[src/rtl/clk_period_meter.sv]
// -----------------------------------------------------------------------------
// clk_period_meter
//   Measures a slow incoming clock/PWM signal (nominally 1 MHz, 50 % duty) in
//   clk_100m cycles. Reports the last period, the high time inside that period,
//   frequency lock and loss-of-signal. Used as the receive-side sanity check
//   for divided clocks that travel across boards or pins.
//
// Ports
//   clk_100m    in   1      system clock
//   rst_n       in   1      asynchronous, active-low reset
//   sig_in      in   1      asynchronous measured signal
//   clear       in   1      synchronous clear, same effect as reset, top priority
//   period      out  CNT_W  cycles between the last two rising edges
//   high_time   out  CNT_W  cycles from rise to fall within that period
//   meas_valid  out  1      one-cycle pulse when period/high_time update
//   locked      out  1      LOCK_CNT consecutive in-tolerance periods seen
//   lost        out  1      no rising edge for TIMEOUT cycles
//   meas_cnt    out  16     number of measurements taken (wraps)
// -----------------------------------------------------------------------------
module clk_period_meter #(
    parameter int CNT_W      = 32,
    parameter int NOM_PERIOD = 100,
    parameter int TOL        = 2,
    parameter int LOCK_CNT   = 4,
    parameter int TIMEOUT    = 1000
) (
    input  logic             clk_100m,
    input  logic             rst_n,
    input  logic             sig_in,
    input  logic             clear,
    output logic [CNT_W-1:0] period,
    output logic [CNT_W-1:0] high_time,
    output logic             meas_valid,
    output logic             locked,
    output logic             lost,
    output logic [15:0]      meas_cnt
);

    localparam int RUN_W = $clog2(LOCK_CNT + 1);

    typedef enum logic [1:0] {IDLE, ARM, RUN, LOST} state_t;

    state_t           r_state;
    state_t           w_state_nxt;
    logic             r_s1, r_s2, r_s3;
    logic [CNT_W-1:0] r_cnt;
    logic [CNT_W-1:0] r_hi_cnt;
    logic [RUN_W-1:0] r_run;
    logic [CNT_W-1:0] r_period;
    logic [CNT_W-1:0] r_high_time;
    logic             r_meas_valid;
    logic             r_locked;
    logic             r_lost;
    logic [15:0]      r_meas_cnt;

    logic             w_rise;
    logic             w_fall;
    logic [CNT_W-1:0] w_cnt_p1;
    logic             w_in_tol;
    logic             w_measure;
    logic             w_timeout;
    logic [RUN_W-1:0] w_run_inc;

    assign w_rise    = r_s2 & ~r_s3;
    assign w_fall    = ~r_s2 & r_s3;
    // cnt holds "cycles since the rise minus one", so +1 is the elapsed count
    assign w_cnt_p1  = r_cnt + CNT_W'(1);
    assign w_in_tol  = (w_cnt_p1 >= CNT_W'(NOM_PERIOD - TOL)) &&
                       (w_cnt_p1 <= CNT_W'(NOM_PERIOD + TOL));
    assign w_run_inc = (r_run == RUN_W'(LOCK_CNT)) ? r_run : r_run + RUN_W'(1);

    always_comb begin
        w_state_nxt = r_state;
        w_measure   = 1'b0;
        w_timeout   = 1'b0;
        case (r_state)
            IDLE: begin
                if (w_rise) w_state_nxt = ARM;
            end
            ARM, RUN: begin
                // a rise arriving on the timeout cycle still counts as a measurement
                if (w_rise) begin
                    w_measure   = 1'b1;
                    w_state_nxt = RUN;
                end else if (r_cnt == CNT_W'(TIMEOUT - 1)) begin
                    w_timeout   = 1'b1;
                    w_state_nxt = LOST;
                end
            end
            LOST: begin
                if (w_rise) w_state_nxt = ARM;
            end
            default: w_state_nxt = IDLE;
        endcase
    end

    always_ff @(posedge clk_100m or negedge rst_n) begin
        if (!rst_n) begin
            r_s1         <= 1'b0;
            r_s2         <= 1'b0;
            r_s3         <= 1'b0;
            r_state      <= IDLE;
            r_cnt        <= '0;
            r_hi_cnt     <= '0;
            r_run        <= '0;
            r_period     <= '0;
            r_high_time  <= '0;
            r_meas_valid <= 1'b0;
            r_locked     <= 1'b0;
            r_lost       <= 1'b0;
            r_meas_cnt   <= '0;
        end else begin
            // The synchronizer keeps running through clear so that an edge
            // coincident with clear is discarded rather than re-detected later.
            r_s1 <= sig_in;
            r_s2 <= r_s1;
            r_s3 <= r_s2;
            if (clear) begin
                r_state      <= IDLE;
                r_cnt        <= '0;
                r_hi_cnt     <= '0;
                r_run        <= '0;
                r_period     <= '0;
                r_high_time  <= '0;
                r_meas_valid <= 1'b0;
                r_locked     <= 1'b0;
                r_lost       <= 1'b0;
                r_meas_cnt   <= '0;
            end else begin
                r_state      <= w_state_nxt;
                r_meas_valid <= w_measure;
                if (w_rise)
                    r_cnt <= '0;
                else if (r_cnt != CNT_W'(TIMEOUT))
                    r_cnt <= w_cnt_p1;
                if (w_fall && (r_state != IDLE))
                    r_hi_cnt <= w_cnt_p1;
                if (w_measure) begin
                    r_period    <= w_cnt_p1;
                    r_high_time <= r_hi_cnt;
                    r_meas_cnt  <= r_meas_cnt + 16'd1;
                    r_lost      <= 1'b0;
                    if (w_in_tol) begin
                        r_run    <= w_run_inc;
                        r_locked <= (w_run_inc == RUN_W'(LOCK_CNT));
                    end else begin
                        r_run    <= '0;
                        r_locked <= 1'b0;
                    end
                end
                if (w_timeout) begin
                    r_lost   <= 1'b1;
                    r_locked <= 1'b0;
                    r_run    <= '0;
                end
            end
        end
    end

    assign period     = r_period;
    assign high_time  = r_high_time;
    assign meas_valid = r_meas_valid;
    assign locked     = r_locked;
    assign lost       = r_lost;
    assign meas_cnt   = r_meas_cnt;

endmodule

[config.mk]
export PLATFORM = sky130hd
export DESIGN_NAME = clk_period_meter
export DESIGN_NICKNAME = d
export VERILOG_FILES = /design/src/rtl/clk_period_meter.sv
export SDC_FILE = /design/constraint.sdc
export NUM_CORES = 1
export LEC_CHECK = 0
export CORE_MARGIN = 2
export CORE_UTILIZATION = 25
export CTS_BUF_LIST = sky130_fd_sc_hd__clkbuf_8
export DETAILED_ROUTE_END_ITERATION = 8
export GPL_TIMING_DRIVEN = 0
export HOLD_SLACK_MARGIN = 0.05
export PLACE_DENSITY_LB_ADDON = 0.1
export SYNTH_ARGS = -nofsm -noshare
export SYNTH_HDL_FRONTEND = slang
export SYNTH_SLANG_ARGS = --single-unit
[constraint.sdc]
create_clock -name clk_100m -period 2.3 [get_ports clk_100m]
set_input_delay 0.46 -clock clk_100m [delete_from_list [all_inputs] [get_ports clk_100m]]
set_output_delay 0.46 -clock clk_100m [all_outputs]
set_load 0.005 [all_outputs]
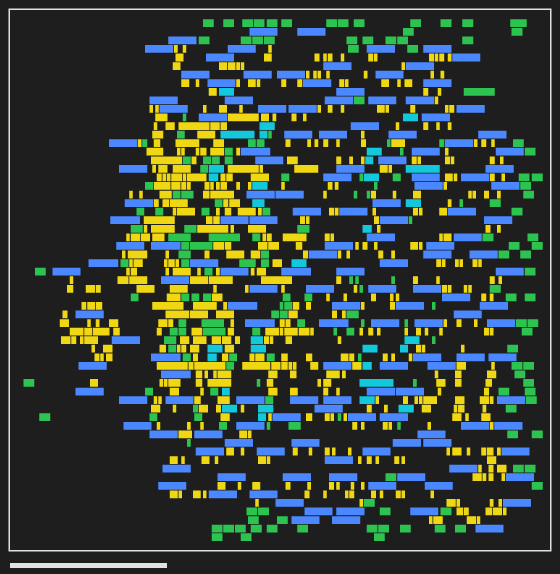
**Above:** run 1 (cell classes on the final placement).
Bar = 50 µm.
color	class	cells	share of their area
blue	registers	155	42%
cyan	clock drivers and dummy loads	31	4.5%
yellow	remaining logic cells	517	37%
green	remaining buffers and delay cells	183	17%
number of cell rows: 61
sequential cell area share: 39.67%
final design utilization: 35.41%

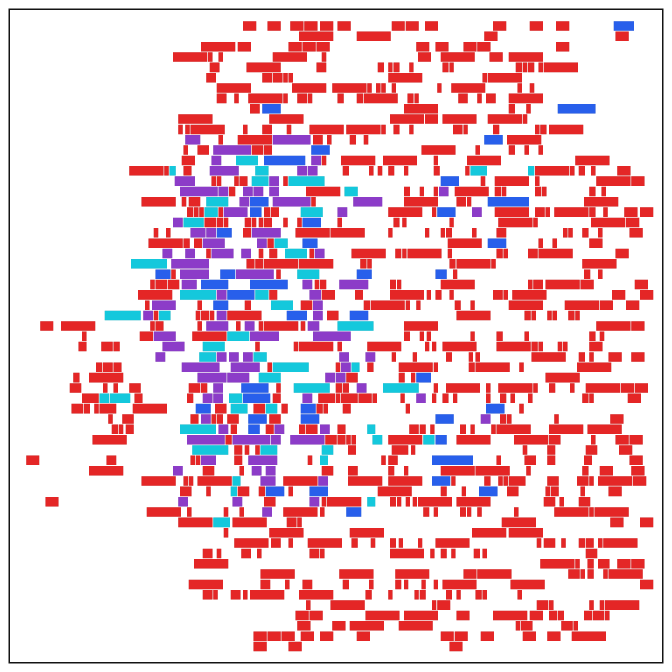
**Above:** run 1 (cell sizes after repair).
color	size	cells	most used
purple	x3 and x4	92	buf_4
blue	x6 and larger	42	clkbuf_8
cyan	x2	48	dfrtp_2
red	x1 and smaller	704	dfrtp_1

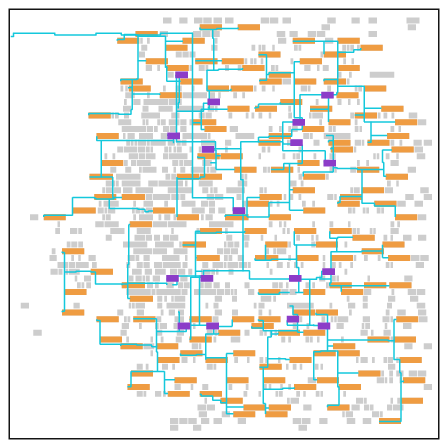
**Above:** run 1 (clock distribution).
[purple] clock-net drivers | count: 17
[orange] flip-flops | count: 155
[cyan] clock wires | length: 2280 µm
routed clock nets	18

==> summary.txt, run 1 <==
yosys + openroad results -> run status complete, but fails checks, violated checks setup timing, global-route track usage on met3 2.922%, power after layout ~5600 µW, endpoint of the worst hold path r_s2$_DFF_PN0_, global routing usage on met1 22.09%, sum of met2 wire segment lengths after detailed routing 10140 µm, Worst EP required 2.69 ns, Initial Utilization 25.31%, clock-pin transition on the worst setup and hold timing paths 0.09 ns, source of the worst register-to-register timing path r_cnt[0]$_DFFE_PN0P_, Port-buffer cells ~86, time the final worst path needs with I/O delays and setup 2.534 ns, Period Utilization, post-route 110.2%, setup TNS after final layout -0.8576 ns, worst reg2reg setup slack -0.23 ns, Cell Pwr Density roughly 570 mW/mm², part of the total power dissipated in sequential elements 50.4%, Slowest cell on crit path sky130_fd_sc_hd__dfrtp_2, sinks on the clock net approximately 160, async set-or-reset flop fraction in the synthesized netlist 100.0%, cells after synthesis ~700, placed instance area 0.008409 mm², Primary FF master, synth sky130_fd_sc_hd__dfrtp_1, flops & latches, synth 155, endpoint type of the worst setup path flop, worst slew pin tran 0.7206 ns, top power consumer group registers, clock tree from TritonCTS yes, number of hold-slack violations in the final timing report 0, worst slew margin relative to its limit 51.96%, number of multi-input combinational cells in the layout 506, Hold Buf Count CTS 1, number of detailed-routing iterations run before antenna repair 7, clock group total power 2260 µW, Antenna Violating Nets Remaining 0, source of the worst hold timing path r_s1$_DFF_PN0_, Worst Path Arrival just under 3 ns, maximum clock skew at final layout 0.01706 ns, multi-input logic area 0.003369 mm², average wire length per cell after detail routing 17.37 µm, worst setup slack after layout -0.2338 ns, area share of and/or/nand/nor cells after synthesis 22.91%, Inserted Diodes 0, layout inverter count without the clock tree 11, Max Clk Rate between 300 and 400 MHz, final-report setup violation count 4, antenna violations before repair 0
==> inputs of run 2 (changes only) <==
--- a/config.mk
+++ b/config.mk
@@ -15,3 +15,4 @@
 export SYNTH_ARGS = -nofsm -noshare
 export SYNTH_HDL_FRONTEND = slang
 export SYNTH_SLANG_ARGS = --single-unit
+export TNS_END_PERCENT = 10
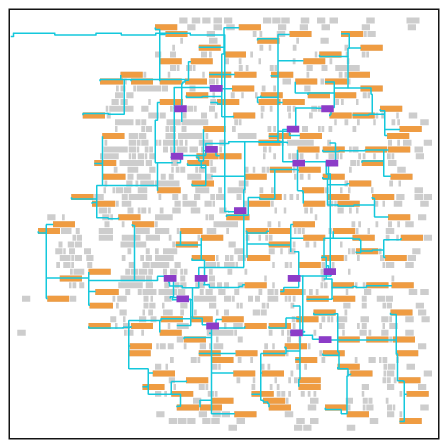
**Above:** run 2 (clock distribution).
[purple] clock-net drivers | count: 17
[orange] flip-flops | count: 155
[cyan] clock wires | length: 2320 µm
routed clock nets	18
Late-Pin Clk Latency: 0.47 ns
clock group total power: 2240 µW
portion of total power attributed to the clock network: 40.2%

==> summary.txt, run 2 <==
yosys + openroad results -> run status complete, but fails checks, violated checks setup timing, endpoint of the worst hold path r_s2$_DFF_PN0_, power after layout 5568 µW, global-route track usage on met3 2.945%, Port-buffer cells 86, multi-input logic area 0.003296 mm², cells after synthesis between 700 and 800, sinks on the clock net 155, antenna violations before repair 0, worst setup slack after layout -0.1858 ns, final design utilization around 34%, Max Clk Rate 402.3 MHz, time the final worst path needs with I/O delays and setup 2.486 ns, number of hold-slack violations in the final timing report 0, Initial Utilization 25.31%, maximum clock skew at final layout 0.01615 ns, Worst Path Arrival 2.88 ns, placed instance area 0.008409 mm², final-report setup violation count 4, Worst EP required roughly 2.7 ns
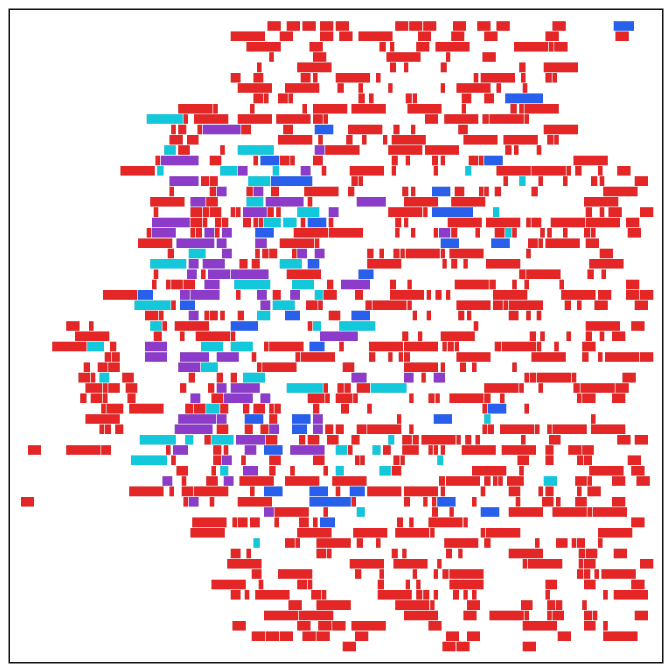
**Above:** run 2 (cell sizes after repair).
color	size	cells	most used
purple	x3 and x4	67	buf_4
blue	x6 and larger	33	clkbuf_8
cyan	x2	51	dfrtp_2
red	x1 and smaller	710	dfrtp_1
count of plain and timing-repair buffers: 158
Non-Filler Cell Area, Final: 0.009477 mm²
Area growth, synth to finish: 35.13%

==> inputs of run 3 (changes only) <==
--- a/config.mk
+++ b/config.mk
@@ -5,12 +5,14 @@
 export SDC_FILE = /design/constraint.sdc
 export NUM_CORES = 1
 export LEC_CHECK = 0
+export CAP_MARGIN = 20
 export CORE_MARGIN = 2
 export CORE_UTILIZATION = 25
 export CTS_BUF_LIST = sky130_fd_sc_hd__clkbuf_8
+export CTS_CLUSTER_DIAMETER = 150
 export DETAILED_ROUTE_END_ITERATION = 8
 export GPL_TIMING_DRIVEN = 0
-export HOLD_SLACK_MARGIN = 0.05
+export HOLD_SLACK_MARGIN = 0.1
 export PLACE_DENSITY_LB_ADDON = 0.1
 export SYNTH_ARGS = -nofsm -noshare
 export SYNTH_HDL_FRONTEND = slang
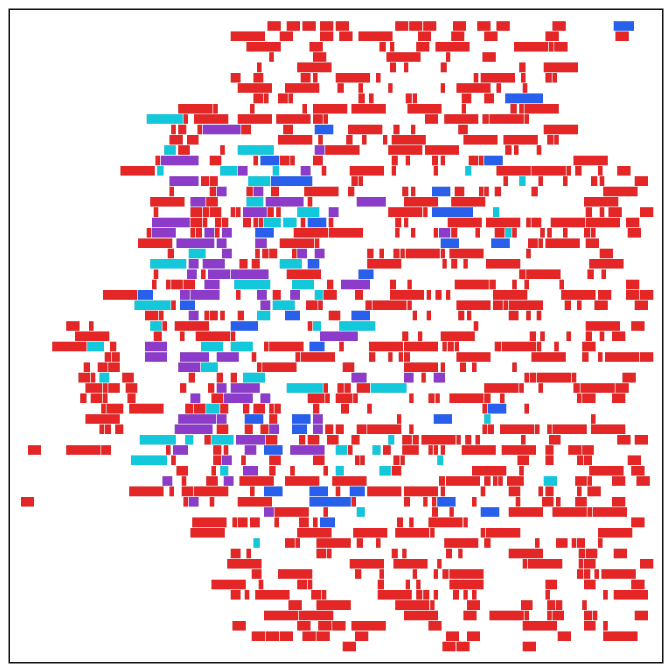
**Above:** run 3 (cell sizes after repair).
color	size	cells	most used
blue	x6 and larger	33	clkbuf_8
cyan	x2	51	dfrtp_2
purple	x3 and x4	67	buf_4
red	x1 and smaller	710	dfrtp_1
worst setup slack after layout: -0.1858 ns

==> summary.txt, run 3 <==
yosys + openroad results -> run status complete, but fails checks, violated checks setup timing, global routing usage on met1 21.23%, Max Clk Rate 402.3 MHz, Period Utilization, post-route 108.1%, portion of total power attributed to the clock network roughly two fifths, Initial Utilization 25.31%, endpoint type of the worst setup path flop, Hold Buf Count CTS 1, async set-or-reset flop fraction in the synthesized netlist 100.0%, source of the worst register-to-register timing path r_cnt[0]$_DFFE_PN0P_, number of hold-slack violations in the final timing report 0, placed instance area 0.008409 mm², worst setup slack after layout -0.1858 ns, antenna violations before repair 0, Antenna Violating Nets Remaining 0, source of the worst hold timing path r_s1$_DFF_PN0_, maximum clock skew at final layout 0.01615 ns, number of cell rows 61, part of the total power dissipated in sequential elements 50.8%, final-report setup violation count 4, worst slew pin tran 0.7138 ns, cells after synthesis 716, Area growth, synth to finish 35.13%, final design utilization between 30% and 40%, count of plain and timing-repair buffers about 160, layout inverter count without the clock tree 11, area share of and/or/nand/nor cells after synthesis 22.91%, Port-buffer cells 86, worst slew margin relative to its limit 52.41%, Inserted Diodes 0, Cell Pwr Density slightly below 600 mW/mm², Non-Filler Cell Area, Final 0.009477 mm², Worst Path Arrival 2.88 ns, time the final worst path needs with I/O delays and setup between 2 and 2.5 ns, number of detailed-routing iterations run before antenna repair 5, clock-pin transition on the worst setup and hold timing paths 0.09 ns, sequential cell area share 41.06%, worst reg2reg setup slack -0.19 ns, clock group total power 2240 µW, average wire length per cell after detail routing 17.22 µm, Primary FF master, synth sky130_fd_sc_hd__dfrtp_1, global-route track usage on met3 2.945%
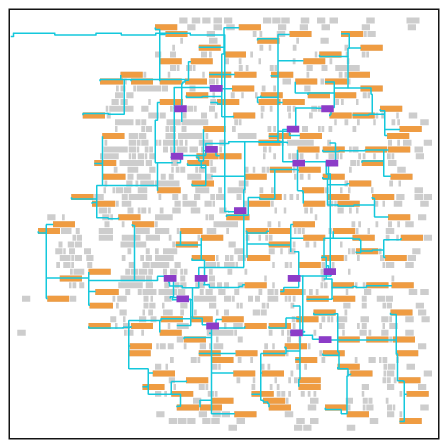
**Above:** run 3 (clock distribution).
[orange] flip-flops | count: 155
[cyan] clock wires | length: 2320 µm
[purple] clock-net drivers | count: 17
routed clock nets	18

Power and IR drop assume default switching activity.
